<file path="config.mk">
export PLATFORM = sky130hd
export DESIGN_NAME = regfile_sb
export DESIGN_NICKNAME = d
export VERILOG_FILES = /design/src/rtl/riscv_pkg.sv /design/src/rtl/regfile_scoreboard.sv /design/src/rtl/regfile_sb.sv
export SDC_FILE = /design/constraint.sdc
export NUM_CORES = 2
export LEC_CHECK = 0
export ABC_CLOCK_PERIOD_IN_PS = 2500
export CAP_MARGIN = 20
export CORE_ASPECT_RATIO = 0.5
export CORE_UTILIZATION = 57
export CTS_CLUSTER_DIAMETER = 120
export DETAILED_ROUTE_END_ITERATION = 8
export PLACE_DENSITY_LB_ADDON = 0.12
export SYNTH_ARGS = -nofsm -noshare
export SYNTH_HDL_FRONTEND = slang
export SYNTH_SLANG_ARGS = --single-unit
</file>
<file path="constraint.sdc">
create_clock -name clk -period 2.5 [get_ports clk]
set_clock_uncertainty 0.15 [all_clocks]
set_input_delay 0.25 -clock clk [delete_from_list [all_inputs] [get_ports clk]]
set_output_delay 0.25 -clock clk [all_outputs]
set_load 0.01 [all_outputs]
</file>
<file path="src/rtl/riscv_pkg.sv">
// Shared constants for the integer register file and its pending-write scoreboard.
package riscv_pkg;

  localparam int XLEN_DEFAULT = 32;
  localparam int REG_ADDR_W   = 5;
  localparam int unsigned REG_ZERO = 0;

endpackage

</file>
<file path="src/rtl/regfile_scoreboard.sv">
// Pending-write scoreboard: one bit per register plus a running count of set bits.
module regfile_scoreboard
  import riscv_pkg::*;
#(
  parameter int NREGS = 32,
  localparam int AW = $clog2(NREGS)
) (
  input  logic             clk,
  input  logic             rst,
  input  logic             set_en,
  input  logic [AW-1:0]    set_addr,
  input  logic             clr_en,
  input  logic [AW-1:0]    clr_addr,
  output logic [NREGS-1:0] pend,
  output logic [AW:0]      pend_cnt
);

  logic [NREGS-1:0] pend_q, pend_d;
  logic [AW:0]      cnt_q, cnt_d;
  logic             set_hit, clr_hit, inc, dec;

  always_comb begin
    set_hit = set_en && (set_addr != AW'(REG_ZERO));
    clr_hit = clr_en && (clr_addr != AW'(REG_ZERO));

    // Set is applied after clear so a same-register collision leaves the bit owned by the new issue.
    pend_d = pend_q;
    if (clr_hit) pend_d[clr_addr] = 1'b0;
    if (set_hit) pend_d[set_addr] = 1'b1;

    inc   = set_hit && !pend_q[set_addr];
    dec   = clr_hit && pend_q[clr_addr] && !(set_hit && (set_addr == clr_addr));
    cnt_d = cnt_q + (AW+1)'(inc) - (AW+1)'(dec);
  end

  always_ff @(posedge clk or negedge rst) begin
    if (!rst) begin
      pend_q <= '0;
      cnt_q  <= '0;
    end else begin
      pend_q <= pend_d;
      cnt_q  <= cnt_d;
    end
  end

  assign pend     = pend_q;
  assign pend_cnt = cnt_q;

endmodule

</file>
<file path="src/rtl/regfile_sb.sv">
// Register file with x0 hardwired to zero and a per-register pending-write scoreboard.
// Optional same-cycle write-to-read bypass is enabled by defining REGFILE_SB_BYPASS_EN.
module regfile_sb
  import riscv_pkg::*;
#(
  parameter int XLEN  = XLEN_DEFAULT,
  parameter int NREGS = 32,
  localparam int AW = $clog2(NREGS)
) (
  input  logic            clk,
  input  logic            rst,
  input  logic [AW-1:0]   rs1_addr,
  input  logic [AW-1:0]   rs2_addr,
  output logic [XLEN-1:0] rs1,
  output logic [XLEN-1:0] rs2,
  input  logic            regwrite,
  input  logic [AW-1:0]   writereg_addr,
  input  logic [XLEN-1:0] writedata,
  input  logic            issue_valid,
  input  logic [AW-1:0]   issue_rd,
  output logic            rs1_busy,
  output logic            rs2_busy,
  output logic [AW:0]     pend_cnt
);

  // issue_valid and regwrite are single-cycle strobes with no back-pressure;
  // each is acted on at every rising edge where it is high.
  logic [XLEN-1:0]  regs_q [NREGS];
  logic [XLEN-1:0]  regs_d [NREGS];
  logic [NREGS-1:0] pend;
  logic             wr_en;
  logic             rs1_nz, rs2_nz;
  logic [XLEN-1:0]  rs1_stored, rs2_stored;

  assign wr_en  = regwrite && (writereg_addr != AW'(REG_ZERO));
  assign rs1_nz = (rs1_addr != AW'(REG_ZERO));
  assign rs2_nz = (rs2_addr != AW'(REG_ZERO));

  always_comb begin
    regs_d = regs_q;
    if (wr_en) regs_d[writereg_addr] = writedata;
  end

  always_ff @(posedge clk or negedge rst) begin
    if (!rst) begin
      for (int i = 0; i < NREGS; i++) regs_q[i] <= '0;
    end else begin
      for (int i = 0; i < NREGS; i++) regs_q[i] <= regs_d[i];
    end
  end

  regfile_scoreboard #(.NREGS(NREGS)) u_sb (
    .clk      (clk),
    .rst      (rst),
    .set_en   (issue_valid),
    .set_addr (issue_rd),
    .clr_en   (regwrite),
    .clr_addr (writereg_addr),
    .pend     (pend),
    .pend_cnt (pend_cnt)
  );

  assign rs1_stored = rs1_nz ? regs_q[rs1_addr] : '0;
  assign rs2_stored = rs2_nz ? regs_q[rs2_addr] : '0;

`ifdef REGFILE_SB_BYPASS_EN
  logic wr_hit1, wr_hit2;

  assign wr_hit1  = wr_en && (writereg_addr == rs1_addr);
  assign wr_hit2  = wr_en && (writereg_addr == rs2_addr);
  assign rs1      = wr_hit1 ? writedata : rs1_stored;
  assign rs2      = wr_hit2 ? writedata : rs2_stored;
  assign rs1_busy = pend[rs1_addr] && rs1_nz && !wr_hit1;
  assign rs2_busy = pend[rs2_addr] && rs2_nz && !wr_hit2;
`else
  // The pending bit stays set through the writeback cycle, so a reader stalls one extra cycle.
  assign rs1      = rs1_stored;
  assign rs2      = rs2_stored;
  assign rs1_busy = pend[rs1_addr] && rs1_nz;
  assign rs2_busy = pend[rs2_addr] && rs2_nz;
`endif

endmodule

</file>
**Register map, names as in the netlist**

Other cells in grey.
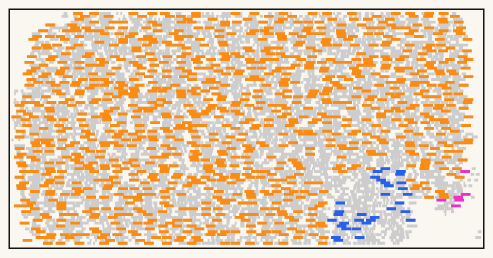
name in the netlist	colour	placed flops	where
u_sb.pend	blue	32	lower right
u_sb.pend_cnt	magenta	6	lower right
regs_q	orange	1,024	all over the die

**Wire density map**

The die is cut into 22 by 11 equal tiles; black is low, pale yellow is high, scaled to the fullest tile. Values are wire area over tile area, all layers added.
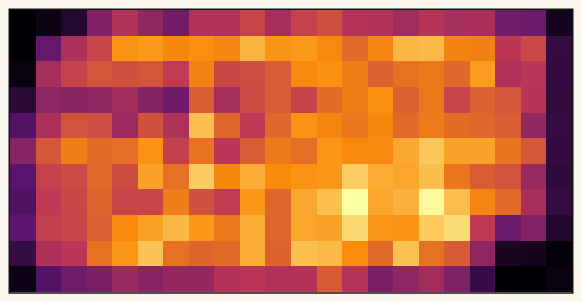
nearly empty tiles	2.1%
tiles over half the peak	65%
mean over tiles	0.31
fullest tile	0.55

**Nets reached from selected ports**

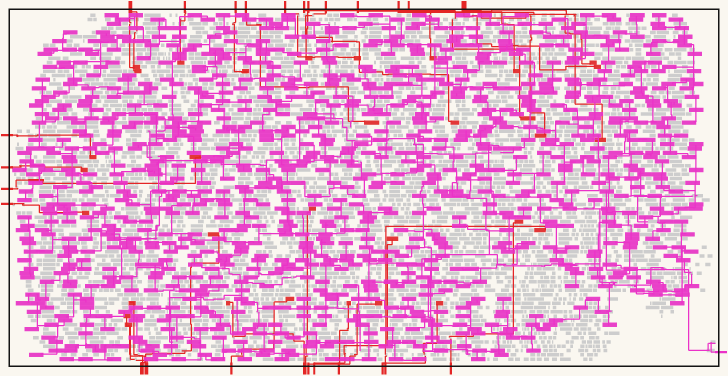
port	colour	bits	direction	end cells	buffers	wire
rst	magenta	1	input	1,062	39	9,210 um
rs2	red	32	output	32	32	3,080 um
Buffers on Ports: 127
# IOs: 128

==> run notes <==
The layout was made with Yosys and OpenROAD.

The final reports fail on setup timing. The number of warnings in the stage logs is 30. The global-route wire length before repair is 272.2 mm. The routed layout reports a DRC error count of 0. The synth_stat.txt file lists the number of cells as 3,784. The cell occurring most often along the worst timing path is mux4_2. Buffers inserted during clock tree synthesis total 95. The number of antenna violations at the first check in global routing came to 1. After synthesis, the chip area reported by Yosys is 0.05669 sq mm. The die covers 0.1008 sq mm. The clock reaches the later pin of the worst-skew pair after 720 ps. After the first detailed-routing iteration, the DRC count stood at 4,270. The count of nets left with antenna violations once routing finished came out at 0. The total placed cells including tap cells is 5,423. The core outline area is 0.09810 sq mm.

The fraction of the cycle the final worst path needs is 1.176. The shortest period the worst path allows is 2939 ps. The placed wire-length estimate after detailed placement is 119.9 mm. The total routing resource utilization after global routing is 0.3729. The clock slew at the register clock pins of the worst setup and hold paths is 70 ps. The highest cell delay on the worst timing path is 550 ps. The timing report attributes the biggest portion of critical-path delay to multiplexers. The number of antenna cells inserted is 0. The gate-level netlist out of Yosys references 52 unique cell types.

The maximum net fanout on the critical path is 3. The maximum number of pins on one net before global-route repair is 79. Per the detail_route report, vias per standard cell equal 6.936.

Per the OpenROAD floorplan log, the width of the die is 448.0 um. The standby leakage power is 30.68 nW. The longest clock path from root to sink contains 3 buffers. The setup TNS is -18,160 ps.

The pin closest to its max-slew limit shows a slew of 833.2 ps. The worst setup path is captured at an output pin. The type of the worst min-delay path is in2async.

Summing every instance area after synthesis gives 0.05669 sq mm. From the final report, the count of setup violators was given as 71. Recorded from the global router log, the overflow total was 0. The share of the core filled with cells is 0.7029. Prior to clock tree synthesis, the placed netlist has a worst setup slack of -1004 ps. The number of nets at the end of the flow is 4,335. The pre-placement core utilization is 0.5779. The top cell types in the final layout, fill and taps aside, are dfrtp_1, mux2_2, buf_4, mux4_2, mux2i_1. In this run the VDD rail shows a maximum IR drop of 0.0005258 V. For reference, the critical path cell chain is mux4_2, mux4_2, nor2_2, a221oi_2, buf_2.

The final non-filler cell total is 5,679. The least setup slack across all paths after layout is -439.2 ps. Yosys reported that registers with async set or reset make up 1.000. The final max-slew violation count recorded for this run is 0. Synthesis handed over a netlist of 3,784 instances. Yosys reported a register bit count of 1,062. The number of H-tree branching levels is 3.

By startpoint and endpoint, the worst setup path is classified as reg2out. The via count of the routed design is 39,387. The number of global-route vias before repair is 40,562. The total buffers and inverters traversed by the critical path is 1.

The worst setup path is launched from a flip-flop. The most common cell after layout, fill and taps aside is dfrtp_1. The detailed-router iteration count before antenna repair is 6. Setup repair after global routing could not meet its margin everywhere. The flow ran to the end, but the final reports show violations. Data arrives at the worst endpoint at 2540 ps. The y dimension of the die is 225 um.
registers in the layout, summed over array words and instances, names as in the netlist:
| register | flops |
|---|---|
| regs_q | 1024 |
| u_sb.pend | 32 |
| u_sb.pend_cnt | 6 |
power by group:
group / internal [mW] / switching (mW)
Sequential: 20.5 / 2.40
Combinational: 8.19 / 5.49
Clock: 8.50 / 6.90
per-stage QoR:
step	power [mW]	area [sq um]
finish	51.97	68960
global route	53.87	68960
CTS	51.52	68460
detailed placement	35.58	64170
floorplan	30.55	56800
global placement	34.95	64170
final timing paths:
kind	start	slack, ps	depth (start not counted)	to
max in group asynchronous	rst	1150	3	regs_q[286]
worst min-delay path	rst	50	2	regs_q[324]
min in group clk	regs_q[1021]	230	0	regs_q[1021]
worst min register to register	regs_q[1021]	230	0	regs_q[1021]
worst max register to register	u_sb.pend[31]	-390	11	u_sb.pend_cnt[4]
worst max-delay path	regs_q[702]	-440	5	rs2[30]
timing repair:
action / CTS / global route
pin swaps: 101 / 20
endpoints found under the hold margin: 667 / 0
hold buffers: 2 / 0
gates resized: 481 / 56
endpoints found under the setup margin: 71 / 71
cloned: 0 / 1
buffers inserted: 73 / 25
metal layers:
layer | global-route usage | share of wire | wire length, um | vias to the layer above
li1 | - | - | - | 15682
met2 | 0.5411 | 0.44 | 81920 | 2092
met4 | 0.1231 | 0.034 | 6305 | 2
met5 | 0 | 0.000043 | 8 | -
met1 | 0.5422 | 0.41 | 76970 | 21219
met3 | 0.1076 | 0.11 | 20310 | 392
cell type report:
cell class / count / area (sq um)
Clock buffer: 136 / 2785
Clock inverter: 40 / 410.4
Fill cell: 6629 / 29140
Inverter: 8 / 30.03
Multi-Input combinational cell: 2279 / 29260
Sequential cell: 1062 / 26580
Tap cell: 1328 / 1662
Timing Repair Buffer: 826 / 8238
cells in the mapped netlist, types with 37 or more instances:
master,count,area [sq um]
a211oi_1,70,525.5
a22o_1,51,446.7
a22oi_1,37,277.8
buf_2,159,795.8
buf_4,51,382.9
clkbuf_1,204,765.7
dfrtp_1,1062,26580
mux2_2,1088,12250
mux2i_1,173,1732
mux4_2,447,10070
nand2_1,53,198.9
o21ai_0,56,280.3
o22ai_1,63,394.1
cell families (layout without fill, tap and decap cells):
logic type,after synthesis,count (layout),share of synthesized area
muxes,1708,1708,0.4242
DFF,1062,1062,0.4688
buffers and inverters,443,1010,0.03796
AOI/OAI and AO/OA,410,410,0.05246
and+or+nand+nor,144,144,0.01335
xor gates and xnor gates,10,10,0.001545
adders and majority gates,7,7,0.001677
No activity file was given, so power comes from the tool's default toggle rates.
